$ cat src/rtl/seq_tx_pkg.sv
// Shared types and helpers for the serial pattern transmitter.
//   tx_state_e : transmitter FSM state encoding
//   len_clamp  : limits a requested bit count to the register width
package seq_tx_pkg;

  typedef enum logic [1:0] {
    S_IDLE  = 2'd0,
    S_SHIFT = 2'd1,
    S_GAP   = 2'd2
  } tx_state_e;

  function automatic int len_clamp(input int len, input int max_len);
    return (len > max_len) ? max_len : len;
  endfunction

endpackage

$ cat src/rtl/seq_shift_reg.sv
// Loadable WIDTH-bit shift register feeding the serial output.
// Ports:
//   clk, rst    : clock, synchronous active-high reset (clears the register)
//   load        : capture load_data[load_len-1:0] (justified for the send order)
//   shift_en    : advance one bit toward the emit position
//   load_data   : parallel word
//   load_len    : number of meaningful bits in load_data (1..WIDTH when loading)
//   load_head   : bit that sits at the emit position right after a load
//   shift_head  : bit that sits at the emit position right after a shift
module seq_shift_reg #(
  parameter int WIDTH     = 8,
  parameter bit MSB_FIRST = 1'b1,
  parameter int LW        = $clog2(WIDTH + 1)
) (
  input  logic             clk,
  input  logic             rst,
  input  logic             load,
  input  logic             shift_en,
  input  logic [WIDTH-1:0] load_data,
  input  logic [LW-1:0]    load_len,
  output logic             load_head,
  output logic             shift_head
);

  logic [WIDTH-1:0] sr_q, sr_d;
  logic [WIDTH-1:0] mask, load_val, shift_val;

  always_comb begin
    mask = {WIDTH{1'b1}} >> (WIDTH - int'(load_len));
    // MSB-first left-justifies so the top meaningful bit lands at the emit end.
    load_val  = MSB_FIRST ? ((load_data & mask) << (WIDTH - int'(load_len)))
                          : (load_data & mask);
    shift_val = MSB_FIRST ? {sr_q[WIDTH-2:0], 1'b0} : {1'b0, sr_q[WIDTH-1:1]};

    load_head  = MSB_FIRST ? load_val[WIDTH-1]  : load_val[0];
    shift_head = MSB_FIRST ? shift_val[WIDTH-1] : shift_val[0];

    sr_d = sr_q;
    if (load) begin
      sr_d = load_val;
    end else if (shift_en) begin
      sr_d = shift_val;
    end
  end

  always_ff @(posedge clk) begin
    if (rst) begin
      sr_q <= '0;
    end else begin
      sr_q <= sr_d;
    end
  end

endmodule

$ cat src/rtl/seq_pattern_tx.sv
// Serial pattern transmitter: accepts a parallel word plus bit count over
// valid/ready and emits it one bit per clock on x with x_valid / x_last framing.
// Ports:
//   clk, rst  : clock, synchronous active-high reset
//   in_valid  : word offered;  in_ready : word accepted at this edge if valid
//   in_data   : pattern bits;  in_len   : bit count (0 = empty, >WIDTH clamped)
//   abort     : drop the word in flight (also blocks acceptance this cycle)
//   x, x_valid, x_last : registered serial bit and framing
//   busy      : FSM not idle
module seq_pattern_tx
  import seq_tx_pkg::*;
#(
  parameter int WIDTH     = 8,
  parameter bit MSB_FIRST = 1'b1,
  parameter int GAP       = 0
) (
  input  logic                       clk,
  input  logic                       rst,
  input  logic                       in_valid,
  output logic                       in_ready,
  input  logic [WIDTH-1:0]           in_data,
  input  logic [$clog2(WIDTH+1)-1:0] in_len,
  input  logic                       abort,
  output logic                       x,
  output logic                       x_valid,
  output logic                       x_last,
  output logic                       busy
);

  localparam int LW = $clog2(WIDTH + 1);
  localparam int GW = (GAP > 0) ? $clog2(GAP + 1) : 1;

  tx_state_e     state_q, state_d;
  logic [LW-1:0] cnt_q, cnt_d, len_eff;
  logic [GW-1:0] gap_q, gap_d;
  logic          x_q, x_d, x_valid_q, x_valid_d, x_last_q, x_last_d;
  logic          load, shift_en, load_head, shift_head, accept;

  assign len_eff = LW'(len_clamp(int'(in_len), WIDTH));

  seq_shift_reg #(
    .WIDTH     (WIDTH),
    .MSB_FIRST (MSB_FIRST),
    .LW        (LW)
  ) u_shift (
    .clk        (clk),
    .rst        (rst),
    .load       (load),
    .shift_en   (shift_en),
    .load_data  (in_data),
    .load_len   (len_eff),
    .load_head  (load_head),
    .shift_head (shift_head)
  );

  // cnt_q counts the bits still to be shown, including the one currently on x.
  always_comb begin
    state_d   = state_q;
    cnt_d     = cnt_q;
    gap_d     = gap_q;
    x_d       = 1'b0;
    x_valid_d = 1'b0;
    x_last_d  = 1'b0;
    in_ready  = 1'b0;
    load      = 1'b0;
    shift_en  = 1'b0;

    unique case (state_q)
      S_IDLE: in_ready = 1'b1;
      S_SHIFT: begin
        if (cnt_q > LW'(1)) begin
          shift_en  = 1'b1;
          cnt_d     = cnt_q - LW'(1);
          x_d       = shift_head;
          x_valid_d = 1'b1;
          x_last_d  = (cnt_q == LW'(2));
        end else begin
          cnt_d = '0;
          if (GAP > 0) begin
            state_d = S_GAP;
            gap_d   = GW'(GAP);
          end else begin
            state_d  = S_IDLE;
            in_ready = 1'b1;  // last bit on x: next word may follow seamlessly
          end
        end
      end
      S_GAP: begin
        if (gap_q <= GW'(1)) begin
          state_d = S_IDLE;
          gap_d   = '0;
        end else begin
          gap_d = gap_q - GW'(1);
        end
      end
      default: state_d = S_IDLE;
    endcase

    // Abort and reset both take priority over any handshake.
    if (rst || abort) begin
      in_ready = 1'b0;
    end

    if (abort && (state_q != S_IDLE)) begin
      state_d   = S_IDLE;
      cnt_d     = '0;
      gap_d     = '0;
      shift_en  = 1'b0;
      x_d       = 1'b0;
      x_valid_d = 1'b0;
      x_last_d  = 1'b0;
    end

    // An empty word is consumed without leaving IDLE.
    accept = in_valid && in_ready;
    if (accept && (len_eff != '0)) begin
      load      = 1'b1;
      shift_en  = 1'b0;
      state_d   = S_SHIFT;
      cnt_d     = len_eff;
      x_d       = load_head;
      x_valid_d = 1'b1;
      x_last_d  = (len_eff == LW'(1));
    end
  end

  always_ff @(posedge clk) begin
    if (rst) begin
      state_q   <= S_IDLE;
      cnt_q     <= '0;
      gap_q     <= '0;
      x_q       <= 1'b0;
      x_valid_q <= 1'b0;
      x_last_q  <= 1'b0;
    end else begin
      state_q   <= state_d;
      cnt_q     <= cnt_d;
      gap_q     <= gap_d;
      x_q       <= x_d;
      x_valid_q <= x_valid_d;
      x_last_q  <= x_last_d;
    end
  end

  assign x       = x_q;
  assign x_valid = x_valid_q;
  assign x_last  = x_last_q;
  assign busy    = (state_q != S_IDLE);

endmodule

$ cat config.mk
export PLATFORM = sky130hd
export DESIGN_NAME = seq_pattern_tx
export DESIGN_NICKNAME = d
export VERILOG_FILES = /design/src/rtl/seq_tx_pkg.sv /design/src/rtl/seq_shift_reg.sv /design/src/rtl/seq_pattern_tx.sv
export SDC_FILE = /design/constraint.sdc
export NUM_CORES = 1
export LEC_CHECK = 0
export ABC_AREA = 1
export CORE_MARGIN = 10
export CORE_UTILIZATION = 25
export CTS_BUF_LIST = sky130_fd_sc_hd__clkbuf_8 sky130_fd_sc_hd__clkbuf_16
export CTS_CLUSTER_SIZE = 40
export DETAILED_ROUTE_END_ITERATION = 10
export GPL_ROUTABILITY_DRIVEN = 1
export MAX_ROUTING_LAYER = met4
export PLACE_DENSITY = 0.46
export SETUP_SLACK_MARGIN = 0.5
export SKIP_CTS_REPAIR_TIMING = 1
export SLEW_MARGIN = 20
export SYNTH_ARGS = -nofsm -noshare
export SYNTH_HDL_FRONTEND = slang
export SYNTH_SLANG_ARGS = --single-unit
$ cat constraint.sdc
create_clock -name clk -period 3.36 [get_ports clk]
set_input_delay 0.504 -clock clk [delete_from_list [all_inputs] [get_ports clk]]
set_output_delay 0.504 -clock clk [all_outputs]
set_load 0.05 [all_outputs]
Run 1, cell sizes after repair:
The bar under the picture is 20 um long.
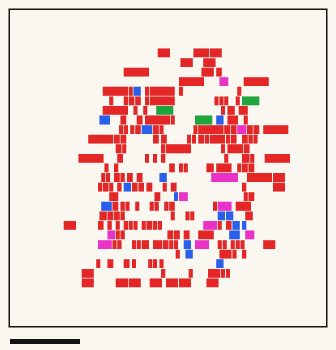
Green marks x6 and larger, cells 3, share 1.4%, most used clkbuf_8. Magenta marks x3 and x4, cells 10, share 4.5%, most used buf_4. Blue marks x2, cells 16, share 7.3%, most used nor2_2. Red marks x1 and smaller, cells 191, share 87%, most used nand2_1.

Run 1, I/O pins on the die edge:
The bar under the picture is 20 um long. Pins as bars across the die edge, other pins in gray.
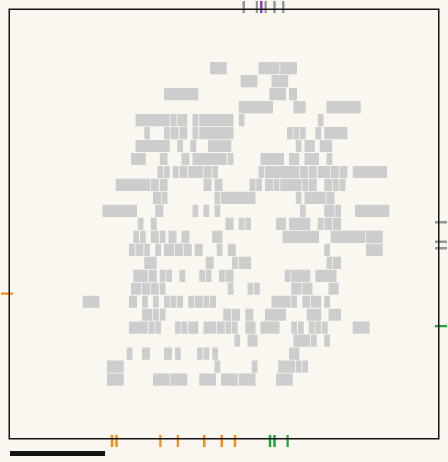
Purple marks `busy`, pins 1, direction output, edge north. Green marks `in_len`, pins 4, direction input, edge 3 south, 1 east. Orange marks `in_data`, pins 8, direction input, edge 7 south, 1 west.
Port-buffer cells: 20
Die Span Y: 89.71 um

Run 1, metal 3:
The bar under the picture is 20 um long.
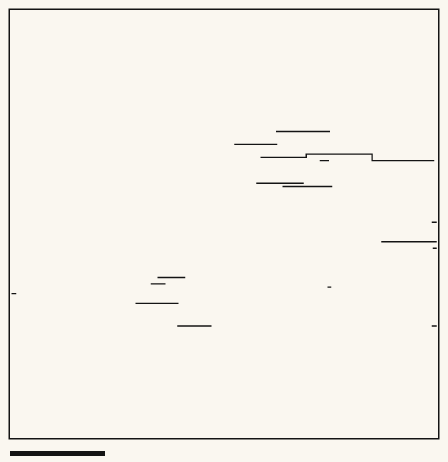
The longest straight run is 13.8 um. The layer carries 118 um of wire. 13 nets have wire on it.
DR vias: 1278
GR Util met3: 2.078%
drt total wl: 3141 um

==> run 1: final timing paths <==
check             depth (start not counted)               to            start  slack, ns
setup / recovery                         17                x        in_len[2]       0.73
hold / removal                            2  u_shift.sr_q[0]  u_shift.sr_q[0]       0.48
setup reg to reg                         12                x         cnt_q[0]       1.50
hold reg to reg                           2  u_shift.sr_q[0]  u_shift.sr_q[0]       0.48
==> run 1: power groups by stage <==
stage / logic (mW) / clock network (mW) / registers, mW
floorplan: 0.0983 / 0 / 0.196
global placement: 0.152 / 0 / 0.193
detailed placement: 0.149 / 0 / 0.193
CTS: 0.150 / 0.156 / 0.189
global route: 0.168 / 0.169 / 0.190
finish: 0.148 / 0.152 / 0.189
==> run 1: kinds of logic (layout without fill, tap and decap cells) <==
group	count (synthesis)	count (layout)
AND/OR/NAND/NOR	117	117
flip-flops	15	15
adder cells (fa/ha/maj)	5	5
AND-OR/OR-AND	28	28
buffers and inverters	30	54
XOR/XNOR	1	1
==> run 1: synthesized netlist by cell type (all sizes together), types with 3 or more instances <==
cell type / count / area share [%]
a21oi: 10 / 5.0
buf: 3 / 1.4
dfxtp: 15 / 25
ha: 5 / 5.1
inv: 25 / 7.9
nand2: 59 / 20
nand3: 26 / 11
nand4: 4 / 3.3
nor2: 25 / 10
nor3: 3 / 1.2
o21ai: 12 / 5.3
==> run 1: layout make-up <==
cell class | count | share of cell area, %
well taps | 67 | 5.390
repair buffers | 23 | 14.48
clock buffers | 3 | 2.655
multi-input cells | 151 | 51.01
clock inverters | 1 | 0.4827
flip-flops and latches | 15 | 19.31
inverters | 27 | 6.677
==> run 1: sequential cells by signal, summed over array words and instances (netlist names) <==
name          count
cnt_q             4
state_q           1
u_shift.sr_q      7
x                 1
x_last            1
x_valid           1
==> impl_metrics.env, run 1 <==
# source this file to load flow results
export IMPL_syn_avg_cell_area_um2=6.199
export IMPL_fin_tns_setup_ns=0
export IMPL_cp_slowest_stage_delay_ns=0.59
export IMPL_worstSetupEndpointType="register"
export IMPL_relSlewSlack_pct=66.37
export IMPL_synth_async_reset_ratio_pct=0
export IMPL_p_leak_nw=0.7168
export IMPL_dr_pass1_iters=4
export IMPL_yosysWarnings=0
export IMPL_ys_sh_simple_pct=45.73
export IMPL_floorplan_core_util_pct=25.72
export IMPL_hold_ws_ns=0.4771
export IMPL_use_met1_pct=9.647
export IMPL_critPathTopFamily="simple AND/OR/NAND/NOR gates"
export IMPL_clockPowerShare_pct=31.1
export IMPL_switching_share_pct=33.49
export IMPL_grt_use_total_pct=8.417
export IMPL_yosys_stat_area_um2=1215
export IMPL_drive_gt1_share_pct=13.18
export IMPL_antenna_found_initial=0
export IMPL_path_buffers=4
export IMPL_num_antenna_cells=0
export IMPL_seq_power_share_pct=38.6
export IMPL_dp_cells=283
export IMPL_synthAoiAreaFrac_pct=13.70
export IMPL_ff_type="dfxtp_1"
export IMPL_clock_sinks=15
export IMPL_highest_layer="met4"
export IMPL_grt_pass1_vias=1287
export IMPL_internal_power_mw=0.3252
export IMPL_postRouteAntennaNets=0
export IMPL_hp_class="register to register"
export IMPL_finalWorstSetupSlack_ns=0.7332
export IMPL_layout_top_cells="53 x nand2_1, 26 x nand3_1, 22 x inv_1"
export IMPL_cts_tree="built"
export IMPL_wl_met3_um=117
export IMPL_critical_path_class="primary input to register"
export IMPL_cts_buffers=3
export IMPL_grt_use_met2_pct=14.10
export IMPL_p_total_mw=0.4889
export IMPL_wl_met2_um=1584
export IMPL_drc=0
export IMPL_crit_slowest_cell="clkdlybuf4s50_1"
export IMPL_fin_crit_sh_pct=78.18
export IMPL_ys_seq_share_pct=24.72
export IMPL_die_area_um2=8048
export IMPL_grt_max_degree=16
export IMPL_dpl_hpwl_um=2600
export IMPL_status="completed"
export IMPL_pre_cts_slack_ns=0.4665
export IMPL_p_sw_mw=0.1637
export IMPL_fin_nets=242
export IMPL_fill_cells=520
export IMPL_drtIter0Drc=55
export IMPL_edf_count=0
export IMPL_cts_path_max_buffers=2
export IMPL_setup_violations=0
export IMPL_lay_top_count="nand2_1"
export IMPL_design_area_um2=1555
export IMPL_powerDensity_nw_per_um2=314.4
export IMPL_post_dp_cell_area_um2=1504
export IMPL_syn_to_final_growth_pct=28.01
export IMPL_rsz0062_at_grt="false"
export IMPL_cp_data_required_time_ns=3.51
export IMPL_io_pins=21
export IMPL_cp_data_arrival_time_ns=2.78
--- run 2 (diff from run 1) ---
==> constraint.sdc (replaced) <==
create_clock -name clk -period 2.5 [get_ports clk]
set_input_delay 0.375 -clock clk [delete_from_list [all_inputs] [get_ports clk]]
set_output_delay 0.375 -clock clk [all_outputs]
set_load 0.05 [all_outputs]
==> run 2 against run 1 <==
Clock power increased by 36%; total power grew 44%; global-route usage rose by 0.31 points; non-clock buffer count up 13; critical path type is now register to primary output.
==> impl_metrics.env, run 2 <==
# source this file to load flow results
export IMPL_status="completed"
export IMPL_cts_buffers=3
export IMPL_largest_reg_flops=7
export IMPL_seq_power_share_pct=36.2
export IMPL_rsz0062_at_grt="false"
export IMPL_worstSetupEndpointType="primary output"
export IMPL_regMostFlops="u_shift.sr_q"
export IMPL_portBuffers=20
export IMPL_r2r_start="cnt_q[0]"
export IMPL_internal_power_mw=0.4642
export IMPL_drtIter0Drc=33
export IMPL_edf_count=0
export IMPL_hold_ws_ns=0.4698
export IMPL_syn_to_final_growth_pct=43.87
export IMPL_use_met1_pct=9.429
export IMPL_hold_depth=2
export IMPL_p_leak_nw=0.8141
export IMPL_yosysWarnings=0
export IMPL_p_total_mw=0.7018
export IMPL_wl_met3_um=93
export IMPL_lay_top_count="nand2_1"
export IMPL_drc=0
export IMPL_dp_cells=292
export IMPL_pg_comb_mw=0.242
export IMPL_sequentialPower_mw=0.254
export IMPL_powerDensity_nw_per_um2=401.5
export IMPL_highest_layer="met4"
export IMPL_pre_cts_slack_ns=-0.003888
export IMPL_clock_sinks=15
export IMPL_globalRouteMet3Util_pct=2.411
export IMPL_fin_crit_sh_pct=74.85
export IMPL_critical_path_class="register to primary output"
export IMPL_crit_path_end="in_ready"
export IMPL_antenna_found_initial=0
export IMPL_relSlewSlack_pct=66.46
export IMPL_cts_path_max_buffers=2
export IMPL_grt_max_degree=11
export IMPL_layout_top_cells="49 x nand2_1, 24 x nand3_1, 18 x inv_1"
export IMPL_postRouteAntennaNets=0
export IMPL_io_pins=21
export IMPL_clockPowerShare_pct=29.3
export IMPL_fin_nets=255
export IMPL_floorplan_core_util_pct=25.72
export IMPL_setup_violations=0
export IMPL_maxPowerGroup="registers"
export IMPL_num_antenna_cells=0
export IMPL_die_area_um2=8048
export IMPL_reg_top3="u_shift.sr_q (7), cnt_q (4)"
export IMPL_wl_met2_um=1821
export IMPL_top_area_share_pct=24.72
export IMPL_ir_drop_uv=150.6
export IMPL_ys_seq_share_pct=24.72
export IMPL_dr_pass1_iters=4
export IMPL_cp_data_required_time_ns=2.12
export IMPL_power_clock_mw=0.206
export IMPL_ys_top_cells_by_area="dfxtp_1 25%, nand2_1 16%, nand3_1 11%, inv_1 6.8%, nor2_1 5.3%"
export IMPL_synth_async_reset_ratio_pct=0
export IMPL_top_cells_by_count="53 x nand2_1, 26 x nand3_1, 22 x inv_1, 17 x nor2_1, 15 x dfxtp_1"
export IMPL_cts_tree="built"
export IMPL_finalWorstSetupSlack_ns=0.6287
export IMPL_design_area_um2=1748
export IMPL_grt_use_met2_pct=15.38
export IMPL_fill_cells=507
export IMPL_yosysMostFrequentCell="nand2_1"
export IMPL_hp_class="register to register"
export IMPL_p_sw_mw=0.2375
export IMPL_switching_share_pct=33.85
export IMPL_synth_top_cell_by_area="dfxtp_1"
run 2: netlist changes by cell type in the layout (fill, tap and decap cells not counted), moves of 3 or more:
cell	change
inv_1	-4
clkdlybuf4s50_1	-4
dlymetal6s2s_1	+3
inv_2	+3
buf_4	+13
nand2_1	-4
nand2_2	+4
run 2: worst max-delay path, stage by stage (launching register included):
cell and delay, ns:
dfxtp_2 0.36, inv_1 0.07, ha_1 0.23, o21ai_1 0.18, nand2_2 0.11, inv_2 0.11, nor3_4 0.05, buf_12 0.14
run 2: cell type report:
class	instances	share of cell area, %
Multi-Input combinational cell	151	49.61
Timing Repair Buffer	36	19.47
Sequential cell	15	17.25
Inverter	27	6.084
Tap cell	67	4.796
Clock buffer	3	2.362
Clock inverter	1	0.4295
run 2: cell families after synthesis:
| family | after synthesis | share of synthesized area (%) |
|---|---|---|
| XOR/XNOR | 1 | 0.7210 |
| flip-flops | 15 | 24.72 |
| AND/OR/NAND/NOR | 117 | 45.73 |
| adder cells (fa/ha/maj) | 5 | 5.149 |
| buffers and inverters | 30 | 9.991 |
| AND-OR/OR-AND | 28 | 13.70 |
run 2: how the worst min path moves through the flow:
stage | startpoint | end | slack (ns)
3_5_place_dp | u_shift.sr_q[3] | u_shift.sr_q[3] | 0.46
6_report | u_shift.sr_q[0] | u_shift.sr_q[0] | 0.47
3_3_place_gp | u_shift.sr_q[0] | u_shift.sr_q[0] | 0.46
4_1_cts | u_shift.sr_q[0] | u_shift.sr_q[0] | 0.47
5_1_grt | u_shift.sr_q[2] | u_shift.sr_q[2] | 0.50
2_1_floorplan | u_shift.sr_q[3] | u_shift.sr_q[3] | 0.45
Run 2, cell sizes after repair:
The bar under the picture is 20 um long.
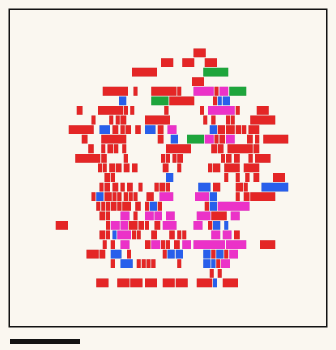
Blue marks x2, cells 26, share 11%, most used nand2_2. Red marks x1 and smaller, cells 174, share 75%, most used nand2_1. Green marks x6 and larger, cells 4, share 1.7%, most used clkbuf_8. Magenta marks x3 and x4, cells 29, share 12%, most used buf_4.

Run 2, I/O pins on the die edge:
The bar under the picture is 20 um long. Pins as bars across the die edge, other pins in gray.
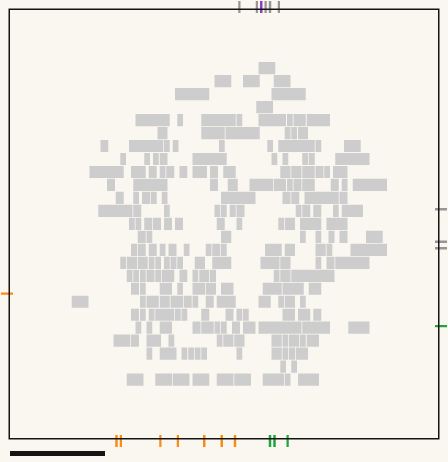
Green marks `in_len`, pins 4, direction input, edge 3 south, 1 east. Orange marks `in_data`, pins 8, direction input, edge 7 south, 1 west. Purple marks `busy`, pins 1, direction output, edge north.
All pins by edge: 10 south, 6 north, 4 east, 1 west.
die width: 89.71 um

Run 2, routed metal, one color a layer:
The bar under the picture is 20 um long.
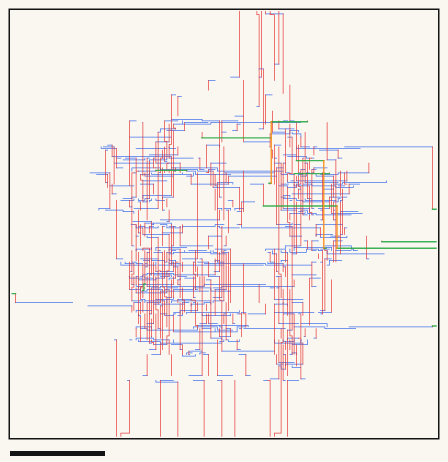
Green marks M3, wire length 93.6 um. Red marks M2, wire length 1820 um. Orange marks M4, wire length 40.1 um. Blue marks M1, wire length 1460 um.
All-Layer GR Usage: 8.724%
drt total wl: 3419 um
DR vias: 1387
drt wl/cell: 11.40 um

No activity file was given, so power comes from the tool's default toggle rates.
